Design game_ctrl, sky130hd; sources not shown.
**The clock network**

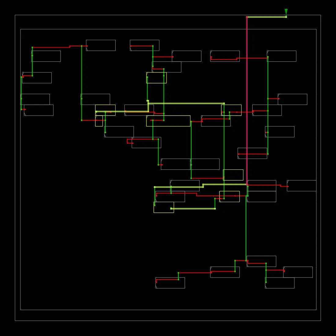
total clock network power: 517 uW
number of clock buffer instances in the layout: 6
skew final: 0.00748 ns
CTS sink cnt: 31
number of sequential cells: 31

**Sequential cells colored by netlist name**

The bar under the picture is 20 um long. Other sequential cells in the stronger gray, the rest of the logic in the fainter gray.
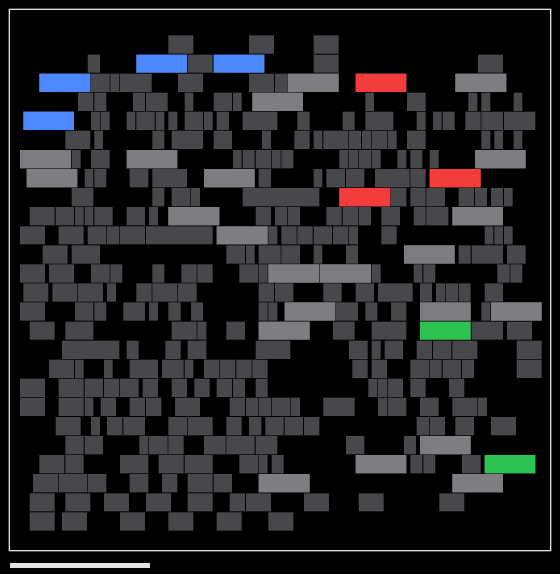
legend:
  green:
    signal: `turn`
    placed_flops: 2
  red:
    signal: `state`
    placed_flops: 3
  blue:
    signal: `addr`
    placed_flops: 4
    where: upper left
sequential group power: 515 uW
register fraction of the total cell area: 0.211
core occupancy in the finished layout: 0.558

==> run summary <==
Notes on the flow run.

- For reference, the final report shows the hold violation count at 0.
- The net count reported at finish is 381, for reference.
- The cell-mix breakdown from Yosys lists the adder-cell area share as 0.0293.
- The average via count per standard cell is 5.22, for reference.
- The number of distinct library cell variants in the gate-level netlist after synthesis is 49, for reference.
- The number of core rows is 26, for reference.
- The switching power of the nets is 352 uW, for reference.
- Per the Yosys statistics, synthesis produced 277 cells.
- The post-synth net total is 313, for reference.
- Per the cell usage report, the commonest logic cell in the layout is clkdlybuf4s50_1.
- The top power consumer group is clock, for reference.
- The clock period could shrink to 2.35 ns.
- Buffers inserted during clock tree synthesis total 5.
- Summing every instance area after synthesis gives 2140 sq um.
- The final setup violation count is 0, for reference.
- The maximum frequency from static timing analysis is 425 MHz, for reference.
- The count of inserted antenna diode cells is 0, for reference.
- The type of origin of the critical path is a flip-flop, for reference.
- Looking at the worst setup and hold paths, the clock pins of their registers show a slew of 0.07 ns.
- The post-synth count of flops with an enable pin is 0.
- The combinational cell fraction of total power is 0.221, for reference.
- Of the synthesized area, sequential elements account for 0.290.
- The buffer and inverter count on the worst path is 0, for reference.
- Setup slack on the worst path after placement came out at -0.0625 ns.
- In the finished design, the share of the clock period the worst path needs comes to 0.941.
- Per the post-route antenna check, the number of violating nets is 0.
- The multiplexer share of the synthesized area is 0.0544, for reference.
- As logged by OpenROAD, the buffers inserted on ports number 45.
- In this run the tools logged warnings totalling 28.
- In this run the worst path has a maximum fanout of 7.
- The total die size is 5930 sq um, for reference.
- The worst hold path belongs to the class flip-flop to flip-flop.
- The largest stage delay on the critical path is 0.42 ns, for reference.
- The sort of element at the end of the critical path is a flip-flop, for reference.
- The non-filler instance count after layout is 416, for reference.
- The slowest library cell on the worst path is a311oi_4, for reference.
- The count of yosys warnings during synthesis is 0, for reference.
- The post-layout worst setup margin is 0.147 ns, for reference.
- Setup repair after global routing left no endpoint under its margin.
- In this run the power density over the cells is 450 nW/um^2.
- Per STA, the worst path is made up of and2b_2 -> mux2i_1 -> or3_1 -> a311o_1 -> a311oi_4 -> nor2_1 -> a311oi_1.
- The worst register-to-register path has a depth of 7.
- Hold analysis shows the worst path with a depth of 1.
- The instance count after placement with tap cells included is 408, for reference.
- Detailed placement ended at an HPWL of 4540 um.
- The width of the die is 77.0 um, for reference.
- The switching share of power is 0.266, for reference.
- In the global route stage, met1 resource usage came out at 0.260.
- The library cells used most frequently in the layout, excluding fill and tap cells, are clkdlybuf4s50_1 (45), nor2_1 (43), dfxtp_1 (31).
- For reference, the top cells by count after synthesis are nor2_1 (43), dfxtp_1 (31), nor2b_1 (19), a21oi_1 (18), nand2_1 (17).
- The total via count after detailed routing is 2170, for reference.
- The register bit count reported by yosys is 31, for reference.
- The count of final max-slew check failures is 0, for reference.
- The power attributed to combinational cells is 293 uW, for reference.
- In this run, the synthesized area fraction spent on xor and xnor cells is recorded as 0.00410.
- For this sky-water flow run, the detailed-routed wirelength per cell is reported as 13.6 um.
- The number of global-route vias before repair is 2102, for reference.
- In the final layout, the share of cells above drive strength 1 is 0.118.
- The routed layout reports a DRC error count of 0.
- The share of the synthesized area in the top cell type is 0.290, for reference.
- The worst VDD IR drop from the latest analysis is 335 uV.
- The met2 demand-to-capacity share in global routing is 0.340, for reference.
- The number of max-cap violations is 0, for reference.
- The maximum number of pins on one net before global-route repair is 18, for reference.
- The insertion delay of the later-clocked pin in the worst-skew pair is 0.28 ns, for reference.
- The dominant synthesized flop cell is dfxtp_1, for reference.
- The layer carrying the most global-route usage is met2, for reference.
- The top cell type by total area after synthesis is dfxtp_1, for reference.
- The post-synthesis cell count is 277, for reference.
- After synthesis, the cell types taking the most area are dfxtp_1 (29%), nor2_1 (7.5%), nor2b_1 (5.6%).
- Cell internal power was estimated by the tool at 973 uW.
- The total met3 wirelength after detailed routing is 173 um, for reference.
- The flow ran to the end, and the final reports show no timing, DRC or antenna violations.
- For the final routed database, the setup TNS stands at 0 ns.
- Of all flip-flops after synthesis, the portion carrying an async set or reset was 0.
- For this block, the routed nets add up to 5660 um of wire.
- In this run the top signal layer used is met4.
- At the worst endpoint, the required time is 2.69 ns.
- The met3 track utilization from global routing is 0.0464, for reference.
- The relative max-transition margin is 0.668, for reference.
- Of the total power, the clock network draws 0.390.
- The met2 routed wirelength is 2620 um, for reference.
- The overall fraction of global-route tracks in use is 0.204, for reference.
- Per the layout area report, the combinational gate area comes to 1450 sq um.
- The violation tally from detailed-route iteration zero is 99, for reference.
-- layout make-up --
cell class                 instances  area share
tap                               70      0.0298
timing repair buffer              70       0.217
clock buffer                       6      0.0281
multi-input combinational        229       0.492
sequential                        31       0.211
clock inverter                     2      0.0119
inverter                           8      0.0102
-- through the flow --
stage	total power [mW]	area [sq um]
final	1.33	2940
after global routing	1.39	2940
after global placement	0.818	2820
after CTS	1.34	2940
after detailed placement	0.818	2820
after floorplan	0.677	2140
-- what timing repair did --
item                                    in CTS  in global routing
buffers inserted                             0                  0
endpoints found under the setup margin       0                  4
resized                                      0                  1
No activity file was given, so power comes from the tool's default toggle rates.
